==> src/rtl/can_tx_scheduler.sv <==
// can_tx_scheduler: lowest-ID-first CAN transmit mailbox scheduler with arbitration retry and request timeout.
// Define CAN_TX_ABORT_EN to add the per-mailbox i_mb_abort input.
module can_tx_scheduler #(
    parameter int NUM_MB      = 4,
    parameter int RETRY_LIMIT = 8,
    parameter int REQ_TIMEOUT = 1024
) (
    input  logic              clk,
    input  logic              rst,
    input  logic [NUM_MB-1:0] i_mb_load,
    input  logic [10:0]       i_mb_id_in,
    input  logic [63:0]       i_mb_data_in,
`ifdef CAN_TX_ABORT_EN
    input  logic [NUM_MB-1:0] i_mb_abort,
`endif
    output logic [NUM_MB-1:0] o_mb_pending,
    output logic              o_load_err,
    output logic [NUM_MB-1:0] o_tx_done,
    output logic [NUM_MB-1:0] o_tx_fail,
    output logic [10:0]       o_address,
    output logic [63:0]       o_data,
    output logic              o_send_data,
    input  logic              i_txing,
    input  logic              i_tx_complete,
    output logic              o_busy
);
    localparam int IW = (NUM_MB > 1) ? $clog2(NUM_MB) : 1;
    typedef enum logic [2:0] {IDLE, SELECT, REQUEST, ACTIVE, SETTLE} state_t;
    state_t            r_state, w_next;
    logic [10:0]       r_id  [NUM_MB];
    logic [63:0]       r_dat [NUM_MB];
    logic [7:0]        r_retry [NUM_MB];
    logic [NUM_MB-1:0] r_valid, w_abort_clr;
    logic [IW-1:0]     r_cur, w_sel, w_fly, w_load_idx;
    logic [15:0]       r_tmr;
    logic [7:0]        w_retry_inc;
    logic              r_abort, w_any, w_load_any, w_load_hit, w_load_ok, w_abort_fly;
    logic              w_timeout, w_lost, w_done, w_drop;
    always_comb begin
        w_sel = '0;
        w_any = 1'b0;
        for (int i = 0; i < NUM_MB; i++)
            if (r_valid[i] && (!w_any || r_id[i] < r_id[w_sel])) begin
                w_sel = IW'(i);
                w_any = 1'b1;
            end
    end
    // Scan downward so the lowest set load bit is the one that sticks.
    always_comb begin
        w_load_idx = '0;
        w_load_any = 1'b0;
        for (int i = NUM_MB - 1; i >= 0; i--)
            if (i_mb_load[i]) begin
                w_load_idx = IW'(i);
                w_load_any = 1'b1;
            end
    end
    assign w_fly       = (r_state == SELECT) ? w_sel : r_cur;
    assign w_load_hit  = w_load_any && (r_state != IDLE) && (w_load_idx == w_fly);
    assign w_load_ok   = w_load_any && !w_load_hit;
    assign w_timeout   = (r_state == REQUEST) && !i_txing && (r_tmr == 16'(REQ_TIMEOUT - 1));
    assign w_done      = (r_state == ACTIVE) && i_tx_complete;
    assign w_lost      = (r_state == ACTIVE) && !i_tx_complete && !i_txing;
    assign w_retry_inc = r_retry[r_cur] + 8'd1;
`ifdef CAN_TX_ABORT_EN
    logic [NUM_MB-1:0] w_fly_oh;
    assign w_fly_oh    = (r_state != IDLE) ? (NUM_MB'(1) << w_fly) : '0;
    assign w_abort_fly = (r_state != IDLE) && i_mb_abort[w_fly];
    assign w_abort_clr = i_mb_abort & ~w_fly_oh;
`else
    assign w_abort_fly = 1'b0;
    assign w_abort_clr = '0;
`endif
    assign w_drop = w_timeout || (w_lost && w_retry_inc == 8'(RETRY_LIMIT)) ||
                    ((r_state == SETTLE) && (r_abort || w_abort_fly) && r_valid[r_cur]);
    always_ff @(posedge clk) begin
        if (rst)
            r_state <= IDLE;
        else
            r_state <= w_next;
    end
    always_comb begin
        w_next = r_state;
        case (r_state)
            IDLE:    w_next = w_any ? SELECT : IDLE;
            SELECT:  w_next = w_any ? REQUEST : IDLE;
            REQUEST: w_next = i_txing ? ACTIVE : (w_timeout ? SETTLE : REQUEST);
            ACTIVE:  w_next = (w_done || w_lost) ? SETTLE : ACTIVE;
            default: w_next = IDLE;
        endcase
    end
    always_comb begin
        o_send_data  = (r_state == REQUEST);
        o_busy       = (r_state != IDLE);
        o_mb_pending = r_valid;
    end
    always_ff @(posedge clk) begin
        if (w_load_ok) begin
            r_id[w_load_idx]  <= i_mb_id_in;
            r_dat[w_load_idx] <= i_mb_data_in;
        end
    end
    always_ff @(posedge clk) begin
        if (rst) begin
            r_valid    <= '0;
            r_cur      <= '0;
            r_tmr      <= '0;
            r_abort    <= 1'b0;
            o_address  <= '0;
            o_data     <= '0;
            o_tx_done  <= '0;
            o_tx_fail  <= '0;
            o_load_err <= 1'b0;
            for (int i = 0; i < NUM_MB; i++)
                r_retry[i] <= '0;
        end else begin
            o_tx_done  <= '0;
            o_tx_fail  <= '0;
            o_load_err <= w_load_hit;
            r_tmr      <= (r_state == REQUEST) ? r_tmr + 16'd1 : '0;
            r_abort    <= (r_state == IDLE || r_state == SETTLE) ? 1'b0 : (r_abort || w_abort_fly);
            if (w_load_ok) begin
                r_valid[w_load_idx] <= 1'b1;
                r_retry[w_load_idx] <= '0;
            end
            if (r_state == SELECT) begin
                r_cur     <= w_sel;
                o_address <= r_id[w_sel];
                o_data    <= r_dat[w_sel];
            end
            if (w_done)
                o_tx_done[r_cur] <= 1'b1;
            if (w_drop)
                o_tx_fail[r_cur] <= 1'b1;
            if (w_done || w_drop) begin
                r_valid[r_cur] <= 1'b0;
                r_retry[r_cur] <= '0;
            end else if (w_lost)
                r_retry[r_cur] <= w_retry_inc;
            for (int i = 0; i < NUM_MB; i++)
                if (w_abort_clr[i])
                    r_valid[i] <= 1'b0;
        end
    end
endmodule

==> config.mk <==
export PLATFORM = sky130hd
export DESIGN_NAME = can_tx_scheduler
export DESIGN_NICKNAME = d
export VERILOG_FILES = /design/src/rtl/can_tx_scheduler.sv
export SDC_FILE = /design/constraint.sdc
export NUM_CORES = 1
export LEC_CHECK = 0
export ABC_AREA = 1
export ABC_CLOCK_PERIOD_IN_PS = 11240
export CORE_MARGIN = 2
export CORE_UTILIZATION = 61
export DETAILED_ROUTE_END_ITERATION = 8
export PLACE_DENSITY = 0.82
export SLEW_MARGIN = 10
export SYNTH_ARGS = -nofsm -noshare
export SYNTH_HDL_FRONTEND = slang
export SYNTH_SLANG_ARGS = --single-unit
==> constraint.sdc <==
create_clock -name clk -period 11.24 [get_ports clk]
set_clock_uncertainty 0.15 [all_clocks]
set_input_delay 2.81 -clock clk [delete_from_list [all_inputs] [get_ports clk]]
set_output_delay 2.81 -clock clk [all_outputs]
set_load 0.05 [all_outputs]
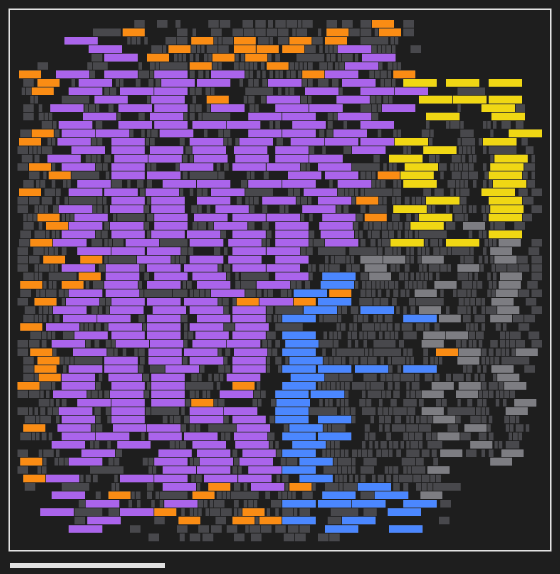
Fig. 1. Register map, names as in the netlist (run 1).
The bar under the picture is 50 µm long.
Key: blue = r_id [sequential cells 44]; orange = o_data [sequential cells 64, where all over the die]; purple = r_dat [sequential cells 256]; yellow = r_retry [sequential cells 32]
fraction of area in registers: 57.9%
post-layout util: 73.3%
sequential power: 1.95 mW
FF+latch area: 12200 µm²

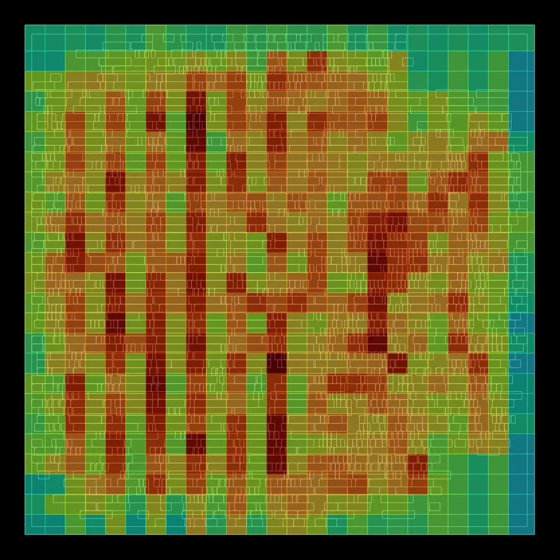
Fig. 2. Congestion heat map (run 1).
met1 Usage GRT: 33.9%
met3 Use GR: 5.91%
GRT Max-Usage Layer: met2

==> impl_metrics.py, run 1 <==
# Auto-generated metrics
metrics = {
    "route": {
        "wire_per_inst_um": 18.9,
        "dr.pass1.iters": 5,
        "wl_met1_um": 16400,
        "wl_met3_um": 3540,
        "ant_nets": 0,
        "drc": 0,
    },
    "logic_synthesis": {
        "synth-seq-cells": 441,
        "synthArstFlopShare_pct": 0,
        "synthFlopType": "edfxtp_1",
        "simple_gate_area_share_pct": 11.9,
        "edf_count": 332,
        "synth_top_cell_by_count": "edfxtp_1",
        "syn_inst": 1607,
        "topCombFamilyByArea": "simple AND/OR/NAND/NOR gates",
        "syn-num-nets": 1723,
        "ys_chip_area_um2": 17700,
        "ys_cells": 1607,
        "synth_area_um2": 17700,
        "syn_avg_cell_area_um2": 11.0,
        "synthTopCellsByArea": "edfxtp_1, dfxtp_1, nor2_1, o21ai_0, inv_1",
        "yosys.area.top_type": "edfxtp_1",
        "yosys_warnings": 0,
    },
    "grt": {
        "grt_pass1_wl_um": 64000,
        "grt_util_met2_pct": 45.1,
        "grt.overflow.total": 0,
        "grt_use_total_pct": 26.7,
    },
    "layout": {
        "logic_area_um2": 4650,
        "largest_reg_flops": 256,
        "buf_share_pct": 8.57,
        "ff_count": 441,
        "final_cell_mix": "edfxtp_1, nor2_1, o21ai_0",
        "area_delta_synth_final_pct": 18.4,
        "clock_buffers": 64,
        "n_fill_cell": 1830,
        "final_cell_area_um2": 21000,
        "layoutNonFillerInstCount": 2177,
        "layout-drive-gt1-share_pct": 5.25,
        "n_all_inverters": 160,
    },
    "critical_path": {
        "crit_path_start_kind": "register",
        "crit_fanout": 79,
        "max_stage_delay_ps": 570,
        "crit_type": "reg2reg",
        "reg2reg_from": "r_id[1][2]$_DFFE_PP_",
        "reg2reg_depth": 38,
        "critical_path.startpoint": "r_id[1][2]$_DFFE_PP_",
        "timing.critical_path.to": "r_id[2][8]$_DFFE_PP_",
        "worst-path-buf-inv": 6,
        "path_depth": 38,
        "cp_common_cell": "nand2_1",
        "regToRegSetupSlack_ps": 3030,
        "cpMaxStageDelayCell": "buf_4",
        "endpoint_kind": "register",
    },
    "run": {
        "drv_cap": 0,
    },
    "timing": {
        "setup_viol_count_final": 0,
        "rsz0062_at_grt": "no",
        "whs_ps": 300,
        "fin_setup_tns_ps": 0,
        "min_period_ps": 8210,
    },
    "clock_network": {
        "cts_sinks": 441,
        "cts_resized": 0,
        "hold_buffers": 0,
    },
    "status": {
        "status": "finished clean",
    },
    "power_and_ir_drop": {
        "p_leak_nw": 7.92,
        "seqPwrFrac_pct": 47.4,
        "fin_total_pwr_mw": 4.12,
        "switching_share_pct": 29.5,
        "p_comb_mw": 0.826,
        "power.switching_mw": 1.21,
        "pwr.group.clock_mw": 1.34,
    },
    "min_path": {
        "hp-class": "reg2reg",
        "min_delay_worst_endpoint": "r_tmr[0]$_SDFF_PP0_",
    },
    "floorplanning": {
        "die_w_um": 174,
        "initial_utilization_pct": 61.9,
    },
    "placement": {
        "gp_congestion": 0.898,
        "io_buffer_count": 172,
    },
}
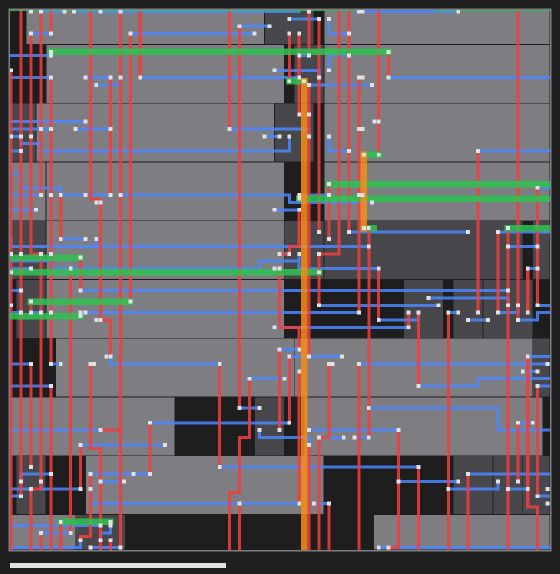
Fig. 3. A small window of the routed layout (run 1).
The bar under the picture is 10 µm long. Region (31, 31) to (56, 56) µm. Cells in grey, sequential cells in the stronger grey; small squares are vias.
Key: orange = M4; red = M2; green = M3; blue = M1
Netlist names of flops here include r_dat (16). Most frequent: edfxtp_1 (16), nor2_1 (7), o21ai_0 (5). Sequential cells in the window: 16. 34 logic cells have their middle in the window.

## Run 2: what changed since run 1
Settings changed: ABC_CLOCK_PERIOD_IN_PS 11240 to 7630, CORE_UTILIZATION 61 to 57, PLACE_DENSITY 0.82 to 0.78.
Clock period 11.24 ns to 7.63 ns, I/O delays scaled along.
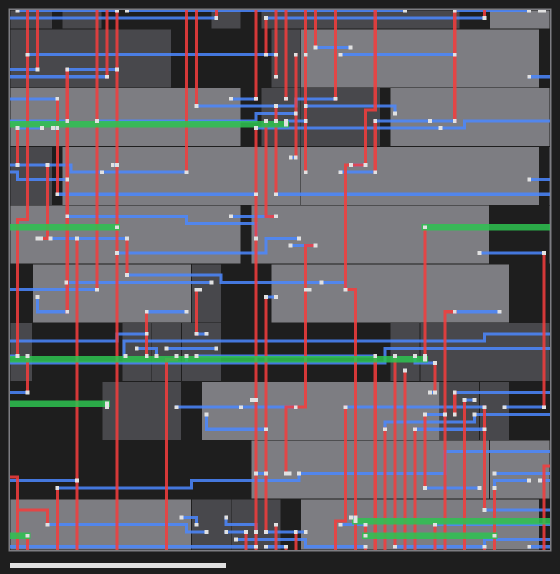
Fig. 4. A small window of the routed layout (run 2).
The bar under the picture is 10 µm long. Region (33, 33) to (58, 58) µm. Cells in grey, sequential cells in the stronger grey; small squares are vias.
Key: red = M2; green = M3; blue = M1
Most frequent: edfxtp_1 (12), nor2_1 (6), o21ai_0 (4). Netlist names of flops here include r_dat (12), o_data (1). Sequential cells in the window: 13. 30 logic cells have their middle in the window.

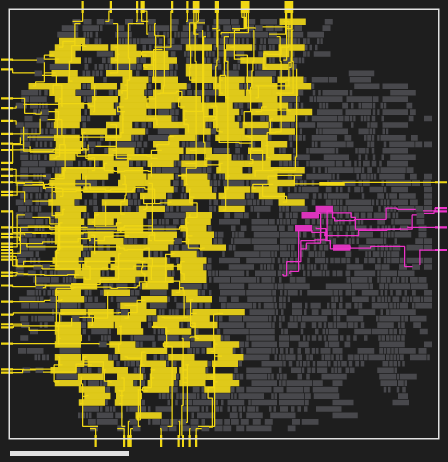
Fig. 5. Nets reached from selected ports (run 2).
The bar under the picture is 50 µm long.
Key: yellow = i_mb_data_in [bits 64, direction input, edge 34 west, 20 north, 9 south, 1 east, end cells 256, buffers 64, wire 4110 µm]; magenta = o_mb_pending [bits 4, direction output, edge east, end cells 4, buffers 4, wire 342 µm]
io pins: 173
Port Buffer Count: 172

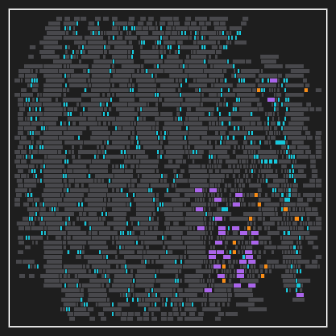
Fig. 6. Selected gate families (run 2).
Key: purple = fa/ha/maj cells [cells 33]; cyan = nor cells [cells 344, where all over the die]; orange = and/or cells [cells 14]
most numerous logic cell after layout: edfxtp_1
fin cells: 2202
logic share of the area: 21.8%

==> impl_metrics.py, run 2 <==
# Auto-generated metrics
metrics = {
    "critical_path": {
        "crit_type": "reg2reg",
        "cp_common_cell": "nand2_1",
        "critical_path.startpoint": "r_id[1][10]$_DFFE_PP_",
        "path_depth": 35,
        "endpoint_kind": "register",
        "crit_fanout": 22,
        "regToRegSetupSlack_ps": 680,
        "crit_path_start_kind": "register",
        "cpMaxStageDelayCell": "nand3_1",
    },
    "grt": {
        "grt_pass1_wl_um": 64400,
        "grt.overflow.total": 0,
        "grt_util_met2_pct": 40.5,
        "top_usage_layer": "met2",
        "grt_use_total_pct": 24.9,
    },
    "logic_synthesis": {
        "synth_area_um2": 17700,
        "synthTopCellsByArea": "edfxtp_1, dfxtp_1, nor2_1, o21ai_0, inv_1",
        "syn_avg_cell_area_um2": 11.0,
        "simple_gate_area_share_pct": 11.9,
        "synth-seq-cells": 441,
        "edf_count": 332,
        "synth_top_cell_by_count": "edfxtp_1",
        "topCombFamilyByArea": "simple AND/OR/NAND/NOR gates",
        "ys_cells": 1607,
        "synthArstFlopShare_pct": 0,
        "yosys.area.top_type": "edfxtp_1",
        "syn_inst": 1607,
        "synthFlopType": "edfxtp_1",
        "yosys_warnings": 0,
        "syn-num-nets": 1723,
    },
    "power_and_ir_drop": {
        "pwr.group.clock_mw": 2.16,
        "power.switching_mw": 1.81,
        "switching_share_pct": 29.0,
        "p_leak_nw": 8.07,
        "seqPwrFrac_pct": 46.0,
        "fin_total_pwr_mw": 6.26,
        "p_comb_mw": 1.22,
    },
    "clock_network": {
        "cts_sinks": 441,
        "cts_resized": 0,
        "hold_buffers": 0,
    },
    "timing": {
        "rsz0062_at_grt": "no",
        "setup_viol_count_final": 0,
        "whs_ps": 295,
        "min_period_ps": 6950,
    },
    "layout": {
        "layout-drive-gt1-share_pct": 6.70,
        "seq_share_pct": 57.0,
        "final_cell_mix": "edfxtp_1, nor2_1, o21ai_0",
        "ff_count": 441,
        "n_all_inverters": 160,
        "largest_reg_flops": 256,
        "logic_area_um2": 4650,
        "flop_area_um2": 12200,
    },
    "route": {
        "wire_per_inst_um": 18.7,
        "wl_met1_um": 17400,
        "drc": 0,
        "wl_met3_um": 3390,
    },
    "min_path": {
        "min_delay_worst_endpoint": "r_tmr[0]$_SDFF_PP0_",
        "hp-class": "reg2reg",
    },
    "floorplanning": {
        "initial_utilization_pct": 58.0,
    },
    "placement": {
        "gp_congestion": 0.887,
    },
    "run": {
        "drv_cap": 0,
    },
    "status": {
        "status": "finished clean",
    },
}
## Run 3: what changed since run 2
Settings changed: CELL_PAD_IN_SITES_DETAIL_PLACEMENT set to 1, CELL_PAD_IN_SITES_GLOBAL_PLACEMENT set to 1, CORE_UTILIZATION 57 to 45, PLACE_DENSITY 0.78 to 0.77.
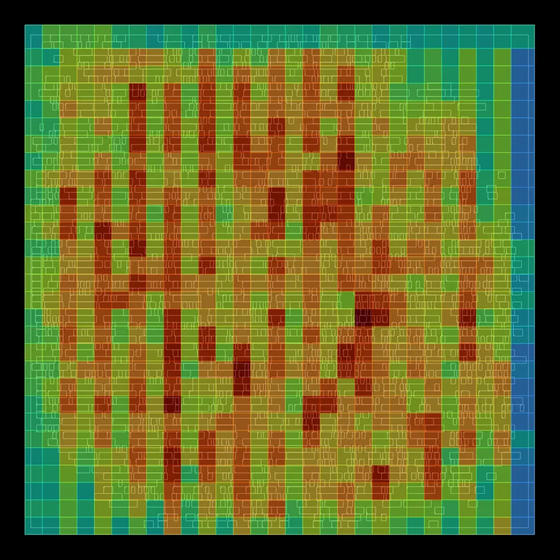
Fig. 7. Congestion heat map (run 3).
wire per inst: 21.2 µm
Global Route Usage Sum: 24.2%

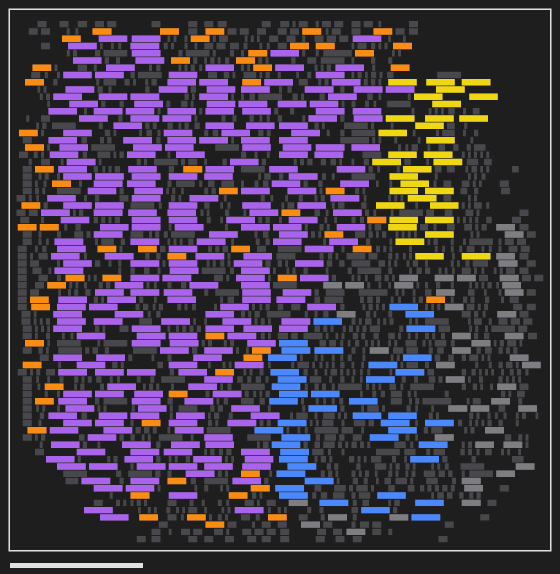
Fig. 8. Register map, names as in the netlist (run 3).
The bar under the picture is 50 µm long.
Key: purple = r_dat [sequential cells 256]; yellow = r_retry [sequential cells 32]; blue = r_id [sequential cells 44, where south]; orange = o_data [sequential cells 64]
Another 45 sequential cells are not coloured.
sequential power: 2.89 mW
fraction of area in registers: 56.2%
post-layout util: 55.8%

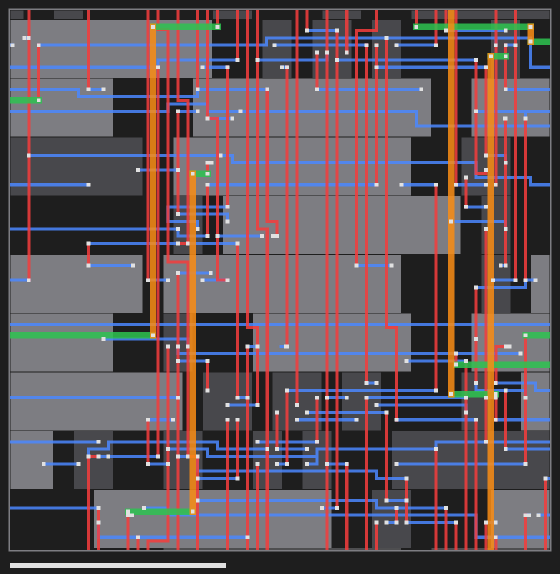
Fig. 9. A small window of the routed layout (run 3).
The bar under the picture is 10 µm long. Region (38, 38) to (63, 63) µm. Cells in grey, sequential cells in the stronger grey; small squares are vias.
Key: red = M2; blue = M1; orange = M4; green = M3
Most frequent: nor2_1 (8), edfxtp_1 (8), o21ai_0 (4). Sequential cells in the window: 9. Netlist names of flops here include r_dat (8), o_data (1). 29 logic cells have their middle in the window.

==> impl_metrics.py, run 3 <==
# Auto-generated metrics
metrics = {
    "route": {
        "wl_met1_um": 20500,
        "drc": 0,
        "wl_met3_um": 3050,
        "dr.pass1.iters": 5,
        "vias_per_cell": 5.50,
        "ant_nets": 0,
    },
    "logic_synthesis": {
        "synth-seq-cells": 441,
        "ys_cells": 1607,
        "fa_ha_area_share_pct": 2.33,
        "edf_count": 332,
        "syn_inst": 1607,
        "syn-num-nets": 1723,
        "ys_chip_area_um2": 17700,
        "synth_area_um2": 17700,
        "yosys.area.top_type": "edfxtp_1",
        "simple_gate_area_share_pct": 11.9,
        "synthTopCellsByArea": "edfxtp_1, dfxtp_1, nor2_1, o21ai_0, inv_1",
        "topCombFamilyByArea": "simple AND/OR/NAND/NOR gates",
        "synthArstFlopShare_pct": 0,
        "yosys_warnings": 0,
        "synthFlopType": "edfxtp_1",
        "synth_top_cell_by_count": "edfxtp_1",
    },
    "layout": {
        "area_delta_synth_final_pct": 21.9,
        "final_cell_area_um2": 21600,
        "largest_class": "sequential cells",
        "final_cell_mix": "edfxtp_1, nor2_1, o21ai_0",
        "logic_area_um2": 4660,
        "final_common_cell": "edfxtp_1",
        "largest_reg_flops": 256,
        "buf_share_pct": 9.23,
        "layoutNonFillerInstCount": 2331,
        "comb_cells": 930,
        "n_fill_cell": 4107,
        "comb_area_share_pct": 21.6,
        "n_all_inverters": 160,
        "flop_area_um2": 12200,
        "layout-drive-gt1-share_pct": 6.57,
        "clock_buffers": 72,
    },
    "grt": {
        "top_usage_layer": "met2",
        "grt_util_met2_pct": 42.5,
        "grt.met3_usage_pct": 4.00,
        "grt.overflow.total": 0,
        "grt_util_met1_pct": 30.1,
        "antenna_found_initial": 1,
        "grt_pass1_wl_um": 77100,
    },
    "power_and_ir_drop": {
        "fin_total_pwr_mw": 6.44,
        "switching_share_pct": 29.7,
        "ir_drop_v": 0.000253,
        "p_leak_nw": 8.12,
        "seqPwrFrac_pct": 44.8,
        "pwr.group.clock_mw": 2.28,
        "p_comb_mw": 1.27,
        "power.switching_mw": 1.91,
    },
    "critical_path": {
        "critical_path.startpoint": "r_id[0][10]$_DFFE_PP_",
        "timing.critical_path.to": "r_id[2][6]$_DFFE_PP_",
        "reg2reg_from": "r_id[0][10]$_DFFE_PP_",
        "regToRegSetupSlack_ps": 710,
        "cp_common_cell": "nand2_1",
        "path_depth": 38,
        "max_stage_delay_ps": 480,
        "crit_path_start_kind": "register",
        "reg2reg_depth": 38,
        "worst-path-buf-inv": 8,
        "crit_type": "reg2reg",
        "endpoint_kind": "register",
        "cpMaxStageDelayCell": "o21bai_1",
        "crit_fanout": 22,
    },
    "timing": {
        "fin_setup_tns_ps": 0,
        "maxSlewViolCount": 0,
        "min_period_ps": 6920,
        "rsz0062_at_grt": "yes",
        "setup_viol_count_final": 0,
        "whs_ps": 305,
    },
    "placement": {
        "gp_congestion": 0.823,
        "place_hpwl_um": 30200,
        "io_buffer_count": 172,
    },
    "min_path": {
        "hp-class": "reg2reg",
        "min_delay_worst_endpoint": "r_tmr[0]$_SDFF_PP0_",
    },
    "clock_network": {
        "cts_buffers": 46,
        "clockBufferDepth": 3,
        "hold_buffers": 0,
        "post-cts-setup-buffers": 0,
        "cts_tree": "built",
        "cts_sinks": 441,
    },
    "status": {
        "status": "finished clean",
    },
    "floorplanning": {
        "num_rows": 72,
        "tap_cells": 518,
        "die_w_um": 203,
        "initial_utilization_pct": 45.8,
    },
    "run": {
        "drv_cap": 0,
    },
}
Power figures rest on the tool's default switching activity, not on a simulated workload.
